$ cat config.mk
export PLATFORM = sky130hd
export DESIGN_NAME = bpu_ctrl_flat
export DESIGN_NICKNAME = d
export VERILOG_FILES = /design/src/rtl/bpu_pkg.sv /design/src/rtl/bpu_if.sv /design/src/rtl/bpu_upd_fifo.sv /design/src/rtl/bpu_ctrl.sv /design/src/flat_wrapper.sv
export SDC_FILE = /design/constraint.sdc
export NUM_CORES = 1
export LEC_CHECK = 0
export CAP_MARGIN = 20
export CORE_ASPECT_RATIO = 1.75
export CORE_MARGIN = 2
export CORE_UTILIZATION = 37
export CTS_CLUSTER_DIAMETER = 30
export DETAILED_ROUTE_END_ITERATION = 8
export GPL_TIMING_DRIVEN = 0
export PLACE_DENSITY = 0.78
export SLEW_MARGIN = 20
export SYNTH_ARGS = -nofsm -noshare
export SYNTH_HDL_FRONTEND = slang
export SYNTH_SLANG_ARGS = --single-unit
$ cat constraint.sdc
create_clock -name in_Clk -period 1.8 [get_ports in_Clk]
set_input_delay 0.36 -clock in_Clk [delete_from_list [all_inputs] [get_ports in_Clk]]
set_output_delay 0.36 -clock in_Clk [all_outputs]
set_load 0.01 [all_outputs]
$ cat src/rtl/bpu_pkg.sv
// =============================================================================
// Module   : bpu_pkg
// Brief    : Shared types and default widths for the branch-prediction controller.
// Revision : 1.0 - initial release
// =============================================================================
`default_nettype none

package bpu_pkg;

    localparam int BPU_ADDR_WIDTH = 9;
    localparam int BPU_GHR_WIDTH  = 9;
    localparam int BPU_PC_WIDTH   = 64;
    localparam int BPU_FIFO_DEPTH = 4;

    typedef enum logic [0:0] {
        RUN     = 1'b0,
        RECOVER = 1'b1
    } bpu_state_e;

    typedef struct packed {
        logic [BPU_ADDR_WIDTH-1:0] idx;
        logic                      taken;
    } bpu_entry_t;

endpackage

`default_nettype wire

$ cat src/rtl/bpu_if.sv
// =============================================================================
// Module   : bpu_if
// Brief    : Fetch lookup, prediction, resolved-update and PHT port bundle.
// Revision : 1.0 - initial release
// =============================================================================
`default_nettype none

interface bpu_if
    import bpu_pkg::*;
#(
    parameter int ADDR_WIDTH = BPU_ADDR_WIDTH,
    parameter int GHR_WIDTH  = BPU_GHR_WIDTH,
    parameter int PC_WIDTH   = BPU_PC_WIDTH
);
    logic                  in_lookup_valid;
    logic [PC_WIDTH-1:0]   in_lookup_pc;
    logic                  out_lookup_ready;
    logic                  out_pred_valid;
    logic                  out_pred_taken;
    logic [ADDR_WIDTH-1:0] out_pred_idx;
    logic [GHR_WIDTH-1:0]  out_pred_ghr;
    logic                  in_res_valid;
    logic [ADDR_WIDTH-1:0] in_res_idx;
    logic [GHR_WIDTH-1:0]  in_res_ghr;
    logic                  in_res_taken;
    logic                  in_res_mispred;
    logic                  out_res_ready;
    logic [ADDR_WIDTH-1:0] out_pht_addr;
    logic                  out_pht_upd_en;
    logic                  out_pht_upd_taken;
    logic                  in_pht_pred;

    modport slave (
        input  in_lookup_valid, in_lookup_pc,
        input  in_res_valid, in_res_idx, in_res_ghr, in_res_taken, in_res_mispred,
        input  in_pht_pred,
        output out_lookup_ready, out_pred_valid, out_pred_taken, out_pred_idx, out_pred_ghr,
        output out_res_ready, out_pht_addr, out_pht_upd_en, out_pht_upd_taken
    );

    modport master (
        output in_lookup_valid, in_lookup_pc,
        output in_res_valid, in_res_idx, in_res_ghr, in_res_taken, in_res_mispred,
        output in_pht_pred,
        input  out_lookup_ready, out_pred_valid, out_pred_taken, out_pred_idx, out_pred_ghr,
        input  out_res_ready, out_pht_addr, out_pht_upd_en, out_pht_upd_taken
    );

endinterface

`default_nettype wire

$ cat src/rtl/bpu_upd_fifo.sv
// =============================================================================
// Module   : bpu_upd_fifo
// Brief    : Circular buffer of resolved PHT updates with explicit occupancy count.
// Revision : 1.0 - initial release
// =============================================================================
`default_nettype none

module bpu_upd_fifo
    import bpu_pkg::*;
#(
    parameter int  DEPTH   = BPU_FIFO_DEPTH,
    parameter type T_ENTRY = bpu_entry_t,
    localparam int PTR_W   = $clog2(DEPTH),
    localparam int CNT_W   = PTR_W + 1
) (
    input  wire logic             in_Clk,
    input  wire logic             in_Rst_N,
    input  wire logic             push_i,
    input  wire T_ENTRY           push_data_i,
    input  wire logic             pop_i,
    output T_ENTRY                head_o,
    output logic                  full_o,
    output logic                  empty_o,
    output logic [CNT_W-1:0]      count_o
);

    T_ENTRY             mem_q [DEPTH];
    logic [PTR_W-1:0]   wr_ptr_q, wr_ptr_d;
    logic [PTR_W-1:0]   rd_ptr_q, rd_ptr_d;
    logic [CNT_W-1:0]   count_q, count_d;
    logic               w_push, w_pop;

    assign full_o  = (count_q == CNT_W'(DEPTH));
    assign empty_o = (count_q == '0);
    assign count_o = count_q;
    assign head_o  = mem_q[rd_ptr_q];
    assign w_push  = push_i && !full_o;
    assign w_pop   = pop_i && !empty_o;

    // DEPTH is a power of two, so pointer wrap is plain overflow.
    always_comb begin
        wr_ptr_d = wr_ptr_q;
        rd_ptr_d = rd_ptr_q;
        count_d  = count_q;
        if (w_push) wr_ptr_d = wr_ptr_q + PTR_W'(1);
        if (w_pop)  rd_ptr_d = rd_ptr_q + PTR_W'(1);
        case ({w_push, w_pop})
            2'b10:   count_d = count_q + CNT_W'(1);
            2'b01:   count_d = count_q - CNT_W'(1);
            default: count_d = count_q;
        endcase
    end

    always_ff @(posedge in_Clk or negedge in_Rst_N) begin
        if (!in_Rst_N) begin
            wr_ptr_q <= '0;
            rd_ptr_q <= '0;
            count_q  <= '0;
        end else begin
            wr_ptr_q <= wr_ptr_d;
            rd_ptr_q <= rd_ptr_d;
            count_q  <= count_d;
        end
    end

    always_ff @(posedge in_Clk) begin
        if (w_push) mem_q[wr_ptr_q] <= push_data_i;
    end

endmodule

`default_nettype wire

$ cat src/rtl/bpu_ctrl.sv
// =============================================================================
// Module   : bpu_ctrl
// Brief    : PHT access arbiter between fetch lookups and buffered resolved
//            updates, with speculative GHR and mispredict recovery.
// Config   : BPU_GSHARE_EN - defined: gshare indexing; undefined: bimodal.
// Revision : 1.0 - initial release
// =============================================================================
`default_nettype none

module bpu_ctrl
    import bpu_pkg::*;
#(
    parameter int ADDR_WIDTH = BPU_ADDR_WIDTH,
    parameter int GHR_WIDTH  = BPU_GHR_WIDTH,
    parameter int PC_WIDTH   = BPU_PC_WIDTH,
    parameter int FIFO_DEPTH = BPU_FIFO_DEPTH
) (
    input  wire logic in_Clk,
    input  wire logic in_Rst_N,
    bpu_if.slave      bpu_bus
);

    localparam int CNT_W = $clog2(FIFO_DEPTH) + 1;

    typedef struct packed {
        logic [ADDR_WIDTH-1:0] idx;
        logic                  taken;
    } entry_t;

    bpu_state_e            state_q, state_d;
    logic [GHR_WIDTH-1:0]  ghr_q, ghr_d;
    logic                  pred_valid_q;
    logic                  pred_taken_q;
    logic [ADDR_WIDTH-1:0] pred_idx_q;
    logic [GHR_WIDTH-1:0]  pred_ghr_q;

    entry_t                w_head, w_push_data;
    logic                  w_full, w_empty;
    logic [CNT_W-1:0]      w_count;
    logic [ADDR_WIDTH-1:0] w_lookup_idx;
    logic                  w_lookup_ready, w_res_ready;
    logic                  w_lookup_acc, w_push, w_mispred;
    logic                  w_upd_grant, w_lk_grant, w_drain;

`ifdef BPU_GSHARE_EN
    assign w_lookup_idx = bpu_bus.in_lookup_pc[ADDR_WIDTH+1:2] ^ ADDR_WIDTH'(ghr_q);
    logic w_unused_bits;
    assign w_unused_bits = ^{bpu_bus.in_lookup_pc[PC_WIDTH-1:ADDR_WIDTH+2],
                             bpu_bus.in_lookup_pc[1:0]};
`else
    assign w_lookup_idx = bpu_bus.in_lookup_pc[ADDR_WIDTH+1:2];
    logic w_unused_bits;
    assign w_unused_bits = ^{bpu_bus.in_lookup_pc[PC_WIDTH-1:ADDR_WIDTH+2],
                             bpu_bus.in_lookup_pc[1:0], bpu_bus.in_res_ghr};
`endif

    assign w_res_ready    = !w_full;
    assign w_lookup_ready = (state_q == RUN) && !w_full;
    assign w_lookup_acc   = bpu_bus.in_lookup_valid && w_lookup_ready;
    assign w_push         = bpu_bus.in_res_valid && w_res_ready;
    assign w_mispred      = w_push && bpu_bus.in_res_mispred;

    // Updates win when recovering, when full, or when fetch is quiet.
    assign w_upd_grant = !w_empty &&
                         ((state_q == RECOVER) || w_full || !bpu_bus.in_lookup_valid);
    assign w_lk_grant  = !w_upd_grant && w_lookup_acc;
    assign w_drain     = !w_push &&
                         (w_empty || ((w_count == CNT_W'(1)) && w_upd_grant));

    assign w_push_data.idx   = bpu_bus.in_res_idx;
    assign w_push_data.taken = bpu_bus.in_res_taken;

    bpu_upd_fifo #(
        .DEPTH   (FIFO_DEPTH),
        .T_ENTRY (entry_t)
    ) u_fifo (
        .in_Clk      (in_Clk),
        .in_Rst_N    (in_Rst_N),
        .push_i      (w_push),
        .push_data_i (w_push_data),
        .pop_i       (w_upd_grant),
        .head_o      (w_head),
        .full_o      (w_full),
        .empty_o     (w_empty),
        .count_o     (w_count)
    );

    always_comb begin
        state_d = state_q;
        case (state_q)
            RUN:     if (w_mispred) state_d = RECOVER;
            RECOVER: if (!w_mispred && w_drain) state_d = RUN;
            default: state_d = RUN;
        endcase
    end

    // A restore overrides the shift of a lookup granted in the same cycle.
    always_comb begin
        ghr_d = ghr_q;
`ifdef BPU_GSHARE_EN
        if (w_mispred)
            ghr_d = (bpu_bus.in_res_ghr << 1) | GHR_WIDTH'(bpu_bus.in_res_taken);
        else if (w_lk_grant)
            ghr_d = (ghr_q << 1) | GHR_WIDTH'(bpu_bus.in_pht_pred);
`else
        ghr_d = '0;
`endif
    end

    always_ff @(posedge in_Clk or negedge in_Rst_N) begin
        if (!in_Rst_N) begin
            state_q      <= RUN;
            ghr_q        <= '0;
            pred_valid_q <= 1'b0;
            pred_taken_q <= 1'b0;
            pred_idx_q   <= '0;
            pred_ghr_q   <= '0;
        end else begin
            state_q      <= state_d;
            ghr_q        <= ghr_d;
            pred_valid_q <= w_lk_grant;
            if (w_lk_grant) begin
                pred_taken_q <= bpu_bus.in_pht_pred;
                pred_idx_q   <= w_lookup_idx;
                pred_ghr_q   <= ghr_q;
            end
        end
    end

    assign bpu_bus.out_lookup_ready  = w_lookup_ready;
    assign bpu_bus.out_res_ready     = w_res_ready;
    assign bpu_bus.out_pred_valid    = pred_valid_q;
    assign bpu_bus.out_pred_taken    = pred_taken_q;
    assign bpu_bus.out_pred_idx      = pred_idx_q;
    assign bpu_bus.out_pred_ghr      = pred_ghr_q;
    assign bpu_bus.out_pht_upd_en    = w_upd_grant;
    assign bpu_bus.out_pht_upd_taken = w_upd_grant && w_head.taken;
    assign bpu_bus.out_pht_addr      = w_upd_grant ? w_head.idx :
                                       w_lk_grant  ? w_lookup_idx : '0;

endmodule

`default_nettype wire

$ cat src/flat_wrapper.sv
// flat-port wrapper written by rule: the top's interface ports become plain ports
module bpu_ctrl_flat import bpu_pkg::*;
#(
    parameter int ADDR_WIDTH = BPU_ADDR_WIDTH,
    parameter int GHR_WIDTH  = BPU_GHR_WIDTH,
    parameter int PC_WIDTH   = BPU_PC_WIDTH,
    parameter int FIFO_DEPTH = BPU_FIFO_DEPTH
)
  (in_Clk, in_Rst_N, bpu_bus_in_lookup_valid, bpu_bus_in_lookup_pc, bpu_bus_in_res_valid, bpu_bus_in_res_idx, bpu_bus_in_res_ghr, bpu_bus_in_res_taken, bpu_bus_in_res_mispred, bpu_bus_in_pht_pred, bpu_bus_out_lookup_ready, bpu_bus_out_pred_valid, bpu_bus_out_pred_taken, bpu_bus_out_pred_idx, bpu_bus_out_pred_ghr, bpu_bus_out_res_ready, bpu_bus_out_pht_addr, bpu_bus_out_pht_upd_en, bpu_bus_out_pht_upd_taken);
  bpu_if #(.ADDR_WIDTH(ADDR_WIDTH), .GHR_WIDTH(GHR_WIDTH), .PC_WIDTH(PC_WIDTH)) bpu_bus_i ();
  input  wire logic in_Clk;
  input  wire logic in_Rst_N;
  input wire logic [$bits(bpu_bus_i.in_lookup_valid)-1:0] bpu_bus_in_lookup_valid;
  input wire logic [$bits(bpu_bus_i.in_lookup_pc)-1:0] bpu_bus_in_lookup_pc;
  input wire logic [$bits(bpu_bus_i.in_res_valid)-1:0] bpu_bus_in_res_valid;
  input wire logic [$bits(bpu_bus_i.in_res_idx)-1:0] bpu_bus_in_res_idx;
  input wire logic [$bits(bpu_bus_i.in_res_ghr)-1:0] bpu_bus_in_res_ghr;
  input wire logic [$bits(bpu_bus_i.in_res_taken)-1:0] bpu_bus_in_res_taken;
  input wire logic [$bits(bpu_bus_i.in_res_mispred)-1:0] bpu_bus_in_res_mispred;
  input wire logic [$bits(bpu_bus_i.in_pht_pred)-1:0] bpu_bus_in_pht_pred;
  output wire logic [$bits(bpu_bus_i.out_lookup_ready)-1:0] bpu_bus_out_lookup_ready;
  output wire logic [$bits(bpu_bus_i.out_pred_valid)-1:0] bpu_bus_out_pred_valid;
  output wire logic [$bits(bpu_bus_i.out_pred_taken)-1:0] bpu_bus_out_pred_taken;
  output wire logic [$bits(bpu_bus_i.out_pred_idx)-1:0] bpu_bus_out_pred_idx;
  output wire logic [$bits(bpu_bus_i.out_pred_ghr)-1:0] bpu_bus_out_pred_ghr;
  output wire logic [$bits(bpu_bus_i.out_res_ready)-1:0] bpu_bus_out_res_ready;
  output wire logic [$bits(bpu_bus_i.out_pht_addr)-1:0] bpu_bus_out_pht_addr;
  output wire logic [$bits(bpu_bus_i.out_pht_upd_en)-1:0] bpu_bus_out_pht_upd_en;
  output wire logic [$bits(bpu_bus_i.out_pht_upd_taken)-1:0] bpu_bus_out_pht_upd_taken;
  assign bpu_bus_i.in_lookup_valid = bpu_bus_in_lookup_valid;
  assign bpu_bus_i.in_lookup_pc = bpu_bus_in_lookup_pc;
  assign bpu_bus_i.in_res_valid = bpu_bus_in_res_valid;
  assign bpu_bus_i.in_res_idx = bpu_bus_in_res_idx;
  assign bpu_bus_i.in_res_ghr = bpu_bus_in_res_ghr;
  assign bpu_bus_i.in_res_taken = bpu_bus_in_res_taken;
  assign bpu_bus_i.in_res_mispred = bpu_bus_in_res_mispred;
  assign bpu_bus_i.in_pht_pred = bpu_bus_in_pht_pred;
  assign bpu_bus_out_lookup_ready = bpu_bus_i.out_lookup_ready;
  assign bpu_bus_out_pred_valid = bpu_bus_i.out_pred_valid;
  assign bpu_bus_out_pred_taken = bpu_bus_i.out_pred_taken;
  assign bpu_bus_out_pred_idx = bpu_bus_i.out_pred_idx;
  assign bpu_bus_out_pred_ghr = bpu_bus_i.out_pred_ghr;
  assign bpu_bus_out_res_ready = bpu_bus_i.out_res_ready;
  assign bpu_bus_out_pht_addr = bpu_bus_i.out_pht_addr;
  assign bpu_bus_out_pht_upd_en = bpu_bus_i.out_pht_upd_en;
  assign bpu_bus_out_pht_upd_taken = bpu_bus_i.out_pht_upd_taken;
  bpu_ctrl #(.ADDR_WIDTH(ADDR_WIDTH), .GHR_WIDTH(GHR_WIDTH), .PC_WIDTH(PC_WIDTH), .FIFO_DEPTH(FIFO_DEPTH)) u_core (.in_Clk(in_Clk), .in_Rst_N(in_Rst_N), .bpu_bus(bpu_bus_i));
endmodule
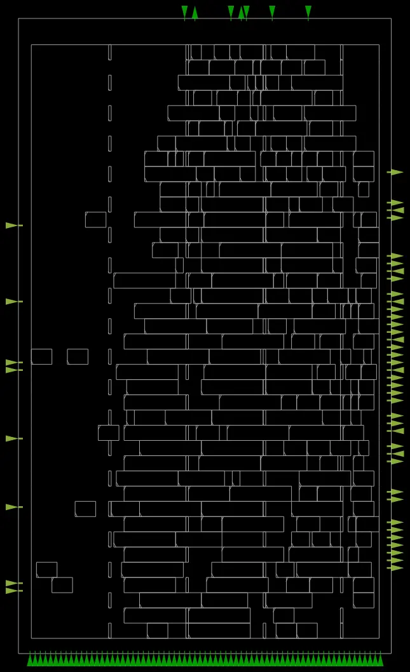
Figure 1: placed standard cells.
core box area: 6590 sq um
Finished Core Util: 55.1%
Flops: 59

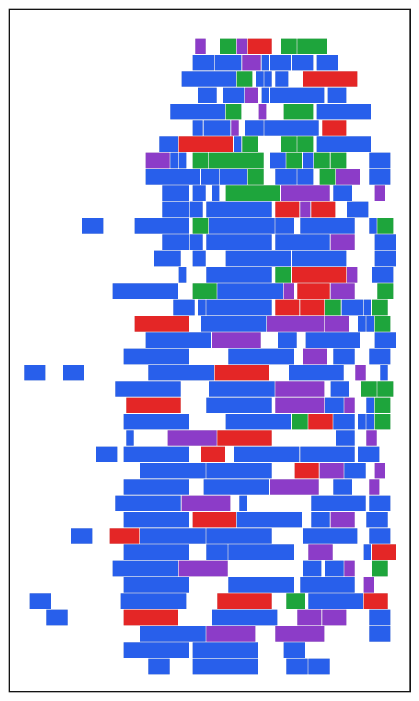
Figure 2: drive-strength map.
(6 px per um)
| colour | size | cells |
|---|---|---|
| red | x6 and larger | 23 |
| blue | x1 and smaller | 147 |
| green | x3 and x4 | 32 |
| purple | x2 | 39 |
setup ws final: -0.355 ns
Non-CTS buffers: 85
Finished Cell Area: 3630 sq um
Layout area overhead: 43.3%

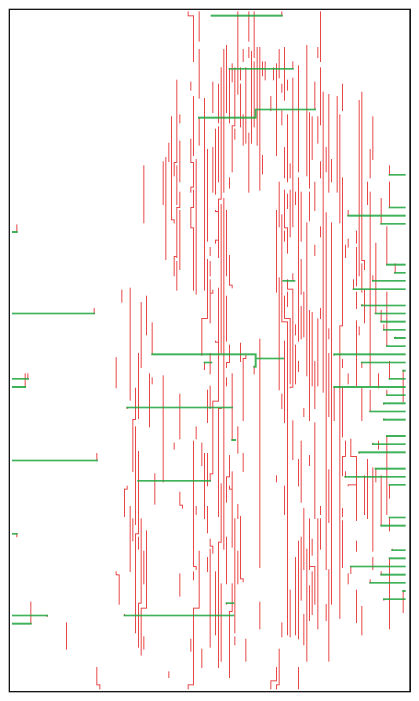
Figure 3: signal wires by layer.
(6 px per um) Two of the layers only.
| colour | layer | wire length |
|---|---|---|
| green | M3 | 338 um |
| red | M2 | 2750 um |

==> impl_metrics.ini <==
; generated from flow reports
[drt]
drt_iter0_drc = 73
wl_met2_mm = 2.75
drc = 0
drt_first_pass_iters = 4
met1Wirelength_mm = 1.70
met3_wirelength_um = 337
vias = 1503

[outcome]
violations = negative setup slack
status = finished with violations

[final_timing]
setup_viol = 11
fin_crit_sh_pct = 120
whs_ns = 0.504
hold_violations = 0
worst_slack_ns = -0.355
max_freq_ghz = 0.464
rsz0062_at_grt = yes
worst_pin_slew_ns = 0.870
min_period_ns = 2.16
slew_viol_final = 0
relSlewSlack_pct = 41.8
fin_skew_ns = 0.00592

[global_routing]
grt_pass1_vias = 1564
antenna_found_initial = 0
track_usage_pct = 14.2
gr-total-overflow = 0
grt_pass1_wl_mm = 7.49
busiest_layer = met2
grt_util_met1_pct = 13.7
grt_max_degree = 20

[synthesis]
top_cells_by_count = edfxtp_1, dfrtp_1, buf_4, mux2_2
synthDistinctLibCells = 26
synth_top_cell_by_area = edfxtp_1
edf_count = 40
ys_cells = 147
ys.warnings.count = 0
synth.avg_cell_area_sq_um = 17.2
synth_top_area_share_pct = 47.4
yosys.stat.seqShare_pct = 66.1
synth_area_sq_um = 2530
synthXorXnorAreaFrac_pct = 2.07
top_cell = edfxtp_1

[critical_path]
rrSetupSlack_ns = 0.06
cp-start-kind = flop
reg2reg_to = u_core.u_fifo.count_o[2]$_DFFE_PN0P_
reg2regPathDepth = 9
crit_arrival_ns = 1.80
crit_path_cell_trace = buf_6 -> buf_4 -> mux4_2 -> a22o_1 -> buf_2
setup.worst_path.end = bpu_bus_out_pht_addr[8]
cpLargestDelayFamily = multiplexers
timing.rr.start = u_core.u_fifo.count_o[1]$_DFFE_PN0P_
cp-end-kind = primary output
path_max_fanout = 3
worst-path-buf-inv = 3
required_ns = 1.44
setup.worst_path.class = reg -> out

[floorplanning]
rows = 39
tap_cells = 82
ioPinCount = 122
dieArea_sq_um = 7560
fp_util_pct = 38.5

[power_and_ir_drop]
p_switching_w = 0.00200
power_w = 0.00662
pwr-share-clk_pct = 22.6
powerComb_w = 0.00304
p_clk_w = 0.00150
powerDensity_nw_per_um2 = 1820
p_seq_share_pct = 31.5

[clock_tree]
cts-root-buf = clkbuf_16
post_cts.repair.setup_buffers = 16
clock-sinks = 59
cts_hold_buffers = 0
numCtsBuffers = 9

[cells_and_area]
largest_reg_flops = 40
comb_area_sq_um = 813
combAreaFraction_pct = 22.4
lay_top_cells = edfxtp_1, clkdlybuf4s50_1, buf_4, dfrtp_1
dominant_cells = registers
n_antenna_cell = 0
top_register = u_core.u_fifo.mem_q
multi_input_comb_cells = 77
nNonClkInverters = 4
nets = 334
seq_area_share_pct = 46.2

[place]
io_buffers = 48
preCtsSetupSlack_ns = -0.625
dp_hpwl_mm = 3.22

[run]
warnings = 98

[min_path]
hold_depth = 1
min_from = u_core.bpu_bus.out_pred_idx[4]$_DFFE_PN0P_
hold_path_class = reg -> reg
Power figures rest on the tool's default switching activity, not on a simulated workload.
